[src/rtl/gsram_pkg.sv]
// Shared constants and the readout FSM state type for the GSRAM read side.
package gsram_pkg;

  localparam int unsigned GSRAM_ROWS   = 10;
  localparam int unsigned GSRAM_COLS   = 10;
  localparam int unsigned GSRAM_DATA_W = 16;
  localparam int unsigned GSRAM_ADDR_W = 4;

  typedef enum logic [2:0] {
    ST_IDLE,
    ST_RD,
    ST_CAP,
    ST_OUT,
    ST_DONE
  } readout_state_e;

endpackage

[src/rtl/gsram_readout_argmax_tracker.sv]
// Per-row signed argmax tracker; only built when GSRAM_READOUT_ARGMAX_EN is defined.
`ifdef GSRAM_READOUT_ARGMAX_EN
module argmax_tracker
  import gsram_pkg::*;
#(
  parameter int unsigned DATA_W = GSRAM_DATA_W
) (
  input  logic                    clk,
  input  logic                    reset,
  input  logic                    clear,
  input  logic                    sample,
  input  logic [DATA_W-1:0]       value,
  input  logic [GSRAM_ADDR_W-1:0] col,
  output logic [GSRAM_ADDR_W-1:0] idx
);

  logic signed [DATA_W-1:0]       best_q, best_d;
  logic        [GSRAM_ADDR_W-1:0] idx_q, idx_d;

  // Strictly-greater replacement keeps the lowest column on ties.
  always_comb begin
    best_d = best_q;
    idx_d  = idx_q;
    if (sample && (clear || ($signed(value) > best_q))) begin
      best_d = $signed(value);
      idx_d  = col;
    end
  end

  always_ff @(posedge clk) begin
    if (reset) begin
      best_q <= '0;
      idx_q  <= '0;
    end else begin
      best_q <= best_d;
      idx_q  <= idx_d;
    end
  end

  assign idx = idx_q;

endmodule
`endif

[src/rtl/gsram_readout.sv]
// Drains the GSRAM row-major and streams each word over valid/ready.
// Optional per-row argmax class output under GSRAM_READOUT_ARGMAX_EN.
module gsram_readout
  import gsram_pkg::*;
#(
  parameter int unsigned DATA_W = GSRAM_DATA_W,
  parameter int unsigned N_ROWS = GSRAM_ROWS,
  parameter int unsigned N_COLS = GSRAM_COLS
) (
  input  logic                    clk,
  input  logic                    reset,
  input  logic                    start,
  output logic                    busy,
  output logic                    done,
  output logic [GSRAM_ADDR_W-1:0] gsram_addr_row,
  output logic [GSRAM_ADDR_W-1:0] gsram_addr_col,
  output logic                    gsram_rd_en,
  input  logic [DATA_W-1:0]       gsram_rd_data,
  output logic                    out_valid,
  input  logic                    out_ready,
  output logic [DATA_W-1:0]       out_data,
  output logic [GSRAM_ADDR_W-1:0] out_row,
  output logic [GSRAM_ADDR_W-1:0] out_col,
  output logic                    out_last,
  output logic                    class_valid,
  output logic [GSRAM_ADDR_W-1:0] class_idx,
  output logic [GSRAM_ADDR_W-1:0] class_row
);

  localparam int unsigned AW = GSRAM_ADDR_W;
  localparam logic [AW-1:0] LAST_ROW = AW'(N_ROWS - 1);
  localparam logic [AW-1:0] LAST_COL = AW'(N_COLS - 1);

  readout_state_e    state_q, state_d;
  logic [AW-1:0]     row_q, row_d, col_q, col_d;
  logic              busy_q, busy_d, done_q, done_d;
  logic              rd_en_q, rd_en_d;
  logic [AW-1:0]     addr_row_q, addr_row_d, addr_col_q, addr_col_d;
  logic              valid_q, valid_d, last_q, last_d;
  logic [DATA_W-1:0] data_q, data_d;
  logic [AW-1:0]     orow_q, orow_d, ocol_q, ocol_d;
  logic              is_last;

  assign is_last = (row_q == LAST_ROW) && (col_q == LAST_COL);

  // Next state, counters and capture; registered outputs follow the state being entered.
  always_comb begin
    state_d = state_q;
    row_d   = row_q;
    col_d   = col_q;
    data_d  = data_q;
    orow_d  = orow_q;
    ocol_d  = ocol_q;
    last_d  = last_q;
    case (state_q)
      ST_IDLE: begin
        if (start) begin
          state_d = ST_RD;
          row_d   = '0;
          col_d   = '0;
        end
      end
      ST_RD:   state_d = ST_CAP;
      ST_CAP: begin
        data_d  = gsram_rd_data;
        orow_d  = row_q;
        ocol_d  = col_q;
        last_d  = is_last;
        state_d = ST_OUT;
      end
      ST_OUT: begin
        if (out_ready) begin
          if (is_last) begin
            state_d = ST_DONE;
          end else begin
            state_d = ST_RD;
            if (col_q == LAST_COL) begin
              col_d = '0;
              row_d = row_q + AW'(1);
            end else begin
              col_d = col_q + AW'(1);
            end
          end
        end
      end
      ST_DONE: state_d = ST_IDLE;
      default: state_d = ST_IDLE;
    endcase

    busy_d     = (state_d != ST_IDLE);
    done_d     = (state_d == ST_DONE);
    rd_en_d    = (state_d == ST_RD);
    addr_row_d = rd_en_d ? row_d : '0;
    addr_col_d = rd_en_d ? col_d : '0;
    valid_d    = (state_d == ST_OUT);
  end

  always_ff @(posedge clk) begin
    if (reset) begin
      state_q    <= ST_IDLE;
      row_q      <= '0;
      col_q      <= '0;
      busy_q     <= 1'b0;
      done_q     <= 1'b0;
      rd_en_q    <= 1'b0;
      addr_row_q <= '0;
      addr_col_q <= '0;
      valid_q    <= 1'b0;
      data_q     <= '0;
      orow_q     <= '0;
      ocol_q     <= '0;
      last_q     <= 1'b0;
    end else begin
      state_q    <= state_d;
      row_q      <= row_d;
      col_q      <= col_d;
      busy_q     <= busy_d;
      done_q     <= done_d;
      rd_en_q    <= rd_en_d;
      addr_row_q <= addr_row_d;
      addr_col_q <= addr_col_d;
      valid_q    <= valid_d;
      data_q     <= data_d;
      orow_q     <= orow_d;
      ocol_q     <= ocol_d;
      last_q     <= last_d;
    end
  end

  assign busy           = busy_q;
  assign done           = done_q;
  assign gsram_rd_en    = rd_en_q;
  assign gsram_addr_row = addr_row_q;
  assign gsram_addr_col = addr_col_q;
  assign out_valid      = valid_q;
  assign out_data       = data_q;
  assign out_row        = orow_q;
  assign out_col        = ocol_q;
  assign out_last       = last_q;

`ifdef GSRAM_READOUT_ARGMAX_EN
  logic          am_clear, am_sample;
  logic [AW-1:0] am_idx;

  assign am_clear  = (col_q == '0);
  assign am_sample = (state_q == ST_CAP);

  argmax_tracker #(.DATA_W(DATA_W)) u_argmax (
    .clk    (clk),
    .reset  (reset),
    .clear  (am_clear),
    .sample (am_sample),
    .value  (gsram_rd_data),
    .col    (col_q),
    .idx    (am_idx)
  );

  // Pulses with the handshake of a row's last column; the row's argmax is already settled.
  assign class_valid = valid_q && out_ready && (ocol_q == LAST_COL);
  assign class_idx   = am_idx;
  assign class_row   = orow_q;
`else
  assign class_valid = 1'b0;
  assign class_idx   = '0;
  assign class_row   = '0;
`endif

endmodule

[config.mk]
export PLATFORM = sky130hd
export DESIGN_NAME = gsram_readout
export DESIGN_NICKNAME = d
export VERILOG_FILES = /design/src/rtl/gsram_pkg.sv /design/src/rtl/gsram_readout_argmax_tracker.sv /design/src/rtl/gsram_readout.sv
export SDC_FILE = /design/constraint.sdc
export NUM_CORES = 1
export LEC_CHECK = 0
export CELL_PAD_IN_SITES_DETAIL_PLACEMENT = 0
export CELL_PAD_IN_SITES_GLOBAL_PLACEMENT = 2
export CORE_MARGIN = 3
export CORE_UTILIZATION = 25
export DETAILED_ROUTE_END_ITERATION = 8
export PLACE_DENSITY = 0.82
export SETUP_SLACK_MARGIN = 0.02
export SLEW_MARGIN = 20
export SYNTH_ARGS = -nofsm -noshare
export SYNTH_HDL_FRONTEND = slang
export SYNTH_SLANG_ARGS = --single-unit
[constraint.sdc]
create_clock -name clk -period 2.1 [get_ports clk]
set_input_delay 0.21 -clock clk [delete_from_list [all_inputs] [get_ports clk]]
set_output_delay 0.21 -clock clk [all_outputs]
set_load 0.005 [all_outputs]
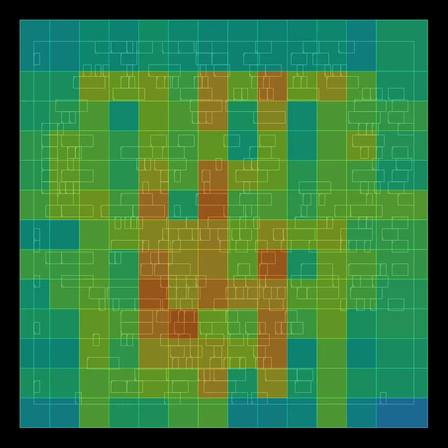
(track usage over the die)
global-route track usage on met3: 0.0295
detailed-route wire length per cell: 12.2 um

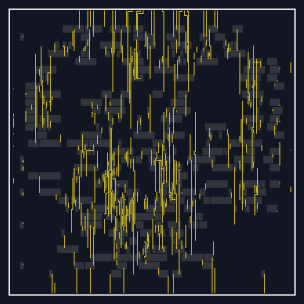
(signal wires on met2)
Drawn at 3 px/um.
wire length on this layer: 2040 um
nets with wire on the layer: 240
main direction: vertical

==> impl_summary.log <==
[flow] final metrics
[metrics] run status: completed
[metrics] share of the synthesized area in the top cell type: 0.488
[metrics] Floorplan Core Area: 7450 um^2
[metrics] sequential element share of the synthesized area: 0.488
[metrics] Post-synth EDFFs: 0
[metrics] maximum single-stage delay on the critical path: 0.51 ns
[metrics] weighted congestion at the end of routability-driven global placement: 0.745
[metrics] tool warnings: 27
[metrics] area added between synthesis and finish: 36.9%
[metrics] mux share of post-synthesis cell area: 0.00572
[metrics] end point of the critical path: gsram_addr_row[2]
[metrics] row count: 31
[metrics] clock root cell: sky130_fd_sc_hd__clkbuf_8
[metrics] final cell count without fillers: 387
[metrics] Hold Vio Cnt, Final: 0
[metrics] slowest stage cell, crit path: sky130_fd_sc_hd__or4_1
[metrics] Most common reg cell: sky130_fd_sc_hd__dfxtp_1
[metrics] sum of negative setup slack: 0 ns
[metrics] chip area: 8970 um^2
[metrics] static leakage: 0.000934 uW
[metrics] num ports: 66
[metrics] antenna violations before repair: 0
[metrics] clock sink count: 48
[metrics] via total after detailed routing: 1666
[metrics] # Cells Yosys: 232
[metrics] TritonCTS clock tree: built
[metrics] Inserted Clock Buffers: 5
[metrics] net count of the finished layout: 309
[metrics] max-cap violation count: 0
[metrics] type of destination of the critical path: flop
[metrics] first-pass GRT wire length: 7.57 mm
[metrics] netlist area before placement: 1970 um^2
[metrics] Remaining Overflow, GRT: 0
[metrics] tally of nets with antenna violations remaining after routing: 0
[metrics] post-synthesis cell type with the largest instance count: sky130_fd_sc_hd__nand2_1
[metrics] post-synth cell types: 40
[metrics] cell area after placement: 2600 um^2
[metrics] Total Routing Usage GR: 0.108
[metrics] Post-Synth XOR/XNOR Area: 0.00445
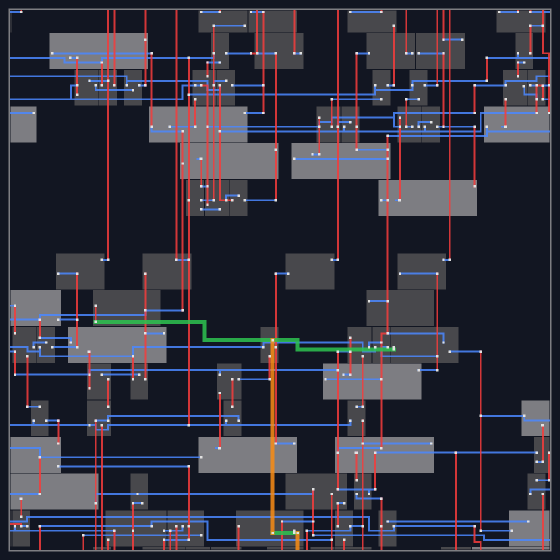
(close-up of the layout)
Region (27, 46) to (67, 86) um. Cells in gray, sequential cells in the stronger gray; small squares are vias.
| layer | color |
|---|---|
| met2 | red |
| met1 | blue |
| met4 | orange |
| met3 | green |
sequential cells in the window: 13
cells with their middle in the window: 68
netlist names of flops here include: `out_data` (6), `out_col` (2), `row_q` (2)
most frequent: nand2_1 (21), dfxtp_1 (13)

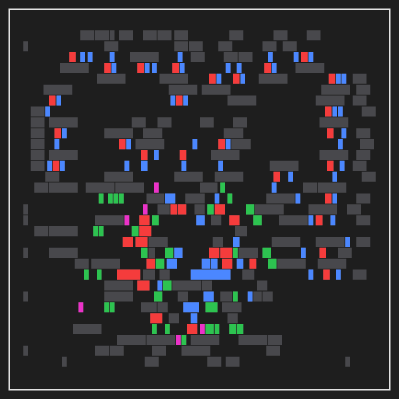
(gate families picked out)
Drawn at 4 px/um.
| family | color | cells |
|---|---|---|
| inverting AOI/OAI gates | red | 42 |
| NAND gates | blue | 65 |
| NOR gates | green | 34 |
| inverters | magenta | 6 |

-- power by group --
part | internal [uW] | total [uW] | switching, uW
registers | 939 | 960 | 21.3
clock network | 270 | 591 | 321
logic | 114 | 221 | 107
total | 1320 | 1770 | 449
-- worst min-delay path by stage --
stage                       from      endpoint  slack, ns  depth (start not counted)
6_report       gsram_rd_data[14]  out_data[14]       0.44                          3
5_1_grt        gsram_rd_data[12]  out_data[12]       0.45                          3
4_1_cts        gsram_rd_data[14]  out_data[14]       0.43                          3
3_5_place_dp            out_last      out_last       0.45                          2
3_3_place_gp         out_data[0]   out_data[0]       0.44                          2
2_1_floorplan   gsram_rd_data[0]   out_data[0]       0.35                          2
-- final cells by class --
cell class              instances  area [um^2]  share of cell area
flip-flops and latches         48          961               0.357
multi-input cells             162          871               0.323
repair buffers                 64          621               0.230
well taps                      99          124              0.0460
clock buffers                   6         82.6              0.0306
inverters                       6         22.5             0.00836
clock inverters                 2         13.8             0.00511
-- per-layer routing --
layer | routed length, um | share of wire | up-vias | GRT usage
li1 | - | - | 871 | -
met1 | 2370 | 0.50 | 745 | 0.146
met2 | 2040 | 0.43 | 43 | 0.163
met3 | 241 | 0.051 | 7 | 0.0295
met4 | 70 | 0.015 | 0 | 0.0397
met5 | 0 | 0 | - | 0
-- metrics by stage --
stage                     setup WS [ns]  hold slack, ns  power, uW
after floorplan                   0.461           0.346       1100
after global placement            0.197           0.442       1210
after detailed placement          0.169           0.446       1210
after CTS                         0.244           0.427       1810
after global routing             0.0700           0.446       1870
final                             0.255           0.441       1770
-- registers in the layout, indices dropped and copies added (netlist names), 3 cells and up --
signal          flops
out_data           16
col_q               4
row_q               4
state_q             3
gsram_addr_row      4
gsram_addr_col      4
out_col             4
out_row             4
Power is estimated from default activity; no workload was simulated.
